==> config.mk <==
export PLATFORM = sky130hd
export DESIGN_NAME = trisc_datapath
export DESIGN_NICKNAME = d
export VERILOG_FILES = /design/src/rtl/trisc_pkg.sv /design/src/rtl/trisc_alu.sv /design/src/rtl/trisc_datapath.sv
export SDC_FILE = /design/constraint.sdc
export NUM_CORES = 1
export LEC_CHECK = 0
export CORE_UTILIZATION = 55
export CTS_CLUSTER_SIZE = 28
export DETAILED_ROUTE_END_ITERATION = 16
export DONT_BUFFER_PORTS = 1
export GPL_TIMING_DRIVEN = 0
export PLACE_DENSITY_LB_ADDON = 0.15
export SETUP_SLACK_MARGIN = 0.4
export SLEW_MARGIN = 30
export SYNTH_ARGS = -nofsm -noshare
export SYNTH_HDL_FRONTEND = slang
export SYNTH_SLANG_ARGS = --single-unit
==> constraint.sdc <==
create_clock -name SysClock -period 4.31 [get_ports SysClock]
set_input_delay 0.431 -clock SysClock [delete_from_list [all_inputs] [get_ports SysClock]]
set_output_delay 0.431 -clock SysClock [all_outputs]
set_load 0.1 [all_outputs]
Figure 1. M4 wires (run 1).
Bar = 20 um.
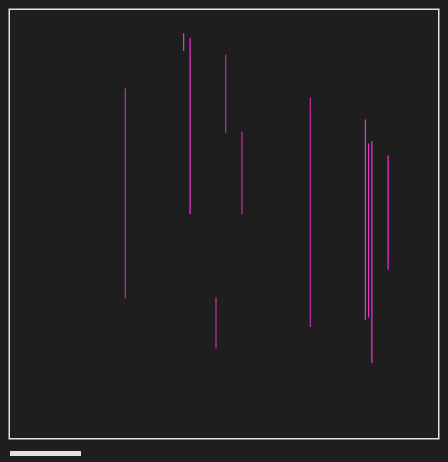
wire length on this layer: 437 um
longest straight run: 64.6 um
final wirelength: 17.55 mm
Vias: 4,642

Figure 2. Clock distribution (run 1).
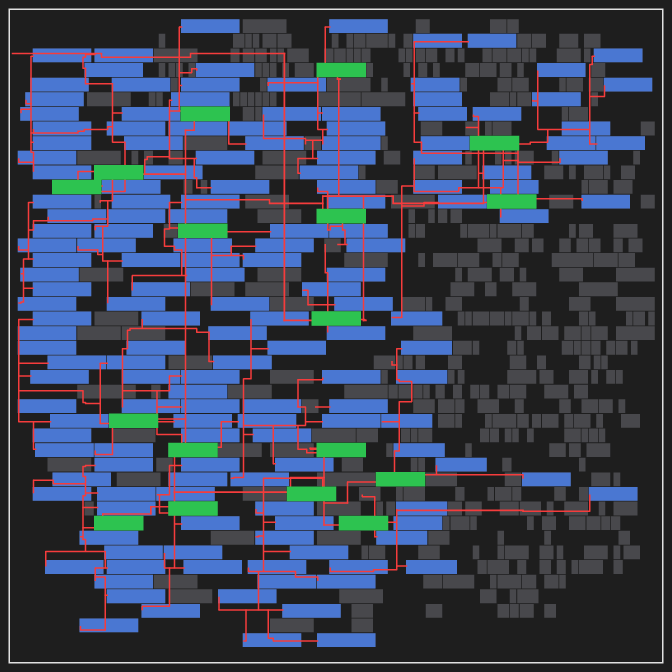
[red] clock wires | length: 1,770 um
[blue] flip-flops | count: 162
[green] clock-net drivers | count: 17
routed clock nets: 18
Clock Skews: 0.007633 ns
clk_lat worst skew: 0.42 ns
P_clk: 1.49 mW
clock share of power: 32.8%

Figure 3. Sizing map (run 1).
Bar = 20 um.
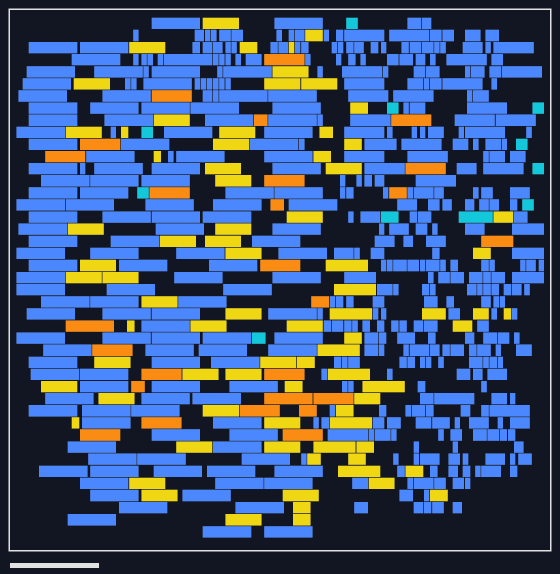
[cyan] x3 and x4 | cells: 11 | most used: buf_4
[orange] x6 and larger | cells: 26 | most used: clkbuf_16
[blue] x1 and smaller | cells: 455 | most used: edfxtp_1
[yellow] x2 | cells: 79 | most used: mux4_2
final setup margin: 0.7000 ns
post-layout instance area: 0.008692 sq mm

==> results.py <==
# Synthesis and PnR figures
metrics = {
    "synth": {
        "ys_area_sq_mm": 0.007831,
        "edf_count": 128,
        "synth_flop_count": 162,
        "synthArstFlopShare_pct": 20.99,
        "yosys_warnings": 0,
        "synthAoiAreaFrac_pct": 7.206,
        "mux_share_pct": 15.35,
        "fp_nets": 592,
        "netlist.top_cell.by_area": "edfxtp_1",
        "topCombFamilyByArea": "multiplexers",
        "ys_sh_xor_pct": 1.773,
        "synth.cell_area_sq_mm": 0.007831,
        "top_cell": "edfxtp_1",
        "netlist_instances": 537,
        "seq_area_frac_synth_pct": 59.96,
        "fa_ha_area_share_pct": 4.314,
        "ys_top_cells_by_area": "edfxtp_1 (49%), mux4_2 (12%), dfrtp_1 (11%), ha_1 (3.0%), mux2_2 (2.2%)",
        "top_cells_by_count": "edfxtp_1 (128), nor2_1 (45), mux4_2 (40)",
        "syn-mean-instance-area_sq_um": 14.58,
        "synthDistinctLibCells": 66,
        "yosysTopAreaCellShare_pct": 49.08,
        "ff_type": "edfxtp_1",
        "ys_sh_simple_pct": 8.516,
        "ys_cells": 537,
    },
    "global_routing": {
        "grt_max_degree": 35,
        "use_met3_pct": 4.887,
        "grtUsageTotal_pct": 25.47,
        "first_global_vias": 4559,
        "grt.overflow.total": 0,
        "grt_pass1_wl_mm": 26.77,
        "antenna_found_initial": 0,
        "met1_usage_pct": 33.33,
        "grt_busiest_layer": "met2",
        "use_met2_pct": 42.01,
    },
    "power": {
        "ir_worst_vdd_uv": 363.9,
        "leakage_nw": 3.041,
        "fin_total_pwr_mw": 4.534,
        "powerDensity_mw_per_mm2": 521.6,
    },
    "clocking": {
        "clockBufferDepth": 2,
        "clockRootBuffer": "clkbuf_16",
        "cts_made_buffers": 17,
        "holdBufCountCts": 2,
        "cts_setup_buffers": 0,
        "clk_pin_slew_ns": 0.07,
        "htreeDepth": 4,
        "cts_tree": "yes",
        "cts_sinks": 162,
        "post_cts_resized": 0,
    },
    "route": {
        "drt_first_pass_iters": 5,
        "drc": 0,
        "via_per_inst": 6.181,
        "met3RoutedLength_um": 820,
        "antenna_left": 0,
        "routedWlPerCell_um": 23.37,
        "top_layer": "met4",
        "met1Wirelength_mm": 7.341,
        "drtIter0Drc": 391,
        "wl_met2_mm": 8.949,
    },
    "floorplanning": {
        "fp.dieH_um": 121.3,
        "fp_util_pct": 56.42,
        "ios": 50,
        "die_area_sq_mm": 0.01472,
        "rows": 43,
        "taps": 180,
        "core_area_sq_mm": 0.01388,
        "die_w_um": 121.3,
    },
    "final_timing": {
        "period_minus_slack_ns": 3.610,
        "setup_violations": 0,
        "final_max_slew_viol_count": 0,
        "hold_viol_final": 0,
        "relSlewSlack_pct": 31.82,
        "worst_pin_slew_ns": 1.023,
        "hold_ws_ns": 0.2101,
        "tns_ns": 0,
        "finalClockPeriodUsage_pct": 83.76,
        "clock.fmax_mhz": 277.0,
        "rsz0062_at_grt": "no",
    },
    "critical_path": {
        "rr_worst_depth": 11,
        "reg2reg_slack_ns": 0.70,
        "critPathMaxFanout": 6,
        "crit_type": "flip-flop to flip-flop",
        "crit_path_end_kind": "flip-flop",
        "cp-start-kind": "flip-flop",
        "critical_path_arrival_ns": 3.94,
        "cp.required_ns": 4.64,
    },
    "finish": {
        "final_nets": 613,
        "final_util_pct": 62.62,
        "clkCellAreaFrac_pct": 6.708,
        "comb_area_sq_mm": 0.002923,
        "buffer_area_share_pct": 1.943,
        "flop_area_sq_mm": 0.004706,
        "n_fill_cell": 1038,
        "dominant-cell-class": "flip-flops and latches",
        "signal_buffers": 31,
        "logic_gate_count": 323,
        "drive_gt1_share_pct": 20.32,
        "largest_register_ff_count": 128,
        "fin_cells": 751,
        "nClkBuffers": 18,
        "sh_comb_area_pct": 33.63,
        "ff_count": 162,
        "diodes": 0,
        "area_delta_synth_final_pct": 10.99,
        "nNonClkInverters": 23,
        "seq_share_pct": 54.14,
    },
    "place": {
        "io_buffers": 0,
        "place.gp.congestion": 0.9138,
        "placed_cell_area_sq_mm": 0.008066,
        "place_inst": 717,
        "dp_hpwl_mm": 12.48,
        "place_ws_ns": 0.7293,
    },
    "hold_path": {
        "whs_path_depth": 2,
        "hp-class": "input port to flip-flop",
    },
    "flow_run": {
        "warnings": 35,
        "drv_cap": 0,
    },
    "outcome": {
        "status": "completed",
    },
}
[run 1: worst max-delay path, stage by stage (launching register included)]
cell and delay [ns]:
dfrtp_2 0.64, inv_1 0.31, ha_1 0.19, inv_1 0.05
fa_1 0.41, a21o_1 0.19, a21oi_1 0.29, o21a_1 0.18
mux2_1 0.32, a2111oi_0 0.40, a2111oi_1 0.16, o41ai_2 0.37
[run 1: power breakdown]
group          total [mW]  internal, mW  switching, mW
logic               0.937         0.397          0.539
clock network        1.49         0.862          0.624
registers            2.11          1.80          0.309
[run 1: cell usage in the layout, fill, tap and decap left out, types with 3 or more instances in the layout]
cell type | netlist | routed
a211oi_1 | 7 | 6
a21oi_1 | 7 | 7
a221o_1 | 3 | 3
a221oi_1 | 3 | 3
a22oi_1 | 4 | 4
a31oi_1 | 4 | 4
buf_1 | 5 | 5
buf_2 | 3 | 3
buf_4 | 5 | 5
clkbuf_1 | 15 | 16
clkbuf_16 | 0 | 17
clkinvlp_4 | 0 | 3
dfrtp_1 | 33 | 25
dfrtp_2 | 0 | 8
edfxtp_1 | 128 | 128
fa_1 | 5 | 5
ha_1 | 19 | 19
inv_1 | 21 | 21
inv_6 | 0 | 3
mux2_2 | 15 | 15
mux2i_1 | 11 | 11
mux4_2 | 40 | 40
nand2_1 | 35 | 35
nand2b_1 | 6 | 6
nand3_1 | 7 | 7
nand4_1 | 5 | 5
nor2_1 | 45 | 45
nor2b_1 | 6 | 6
nor3_1 | 11 | 11
nor3b_1 | 4 | 4
o21a_1 | 4 | 4
o21ai_0 | 25 | 23
or3_1 | 4 | 4
xnor2_1 | 7 | 7
xor2_1 | 7 | 7
No activity file was given, so power comes from the tool's default toggle rates.
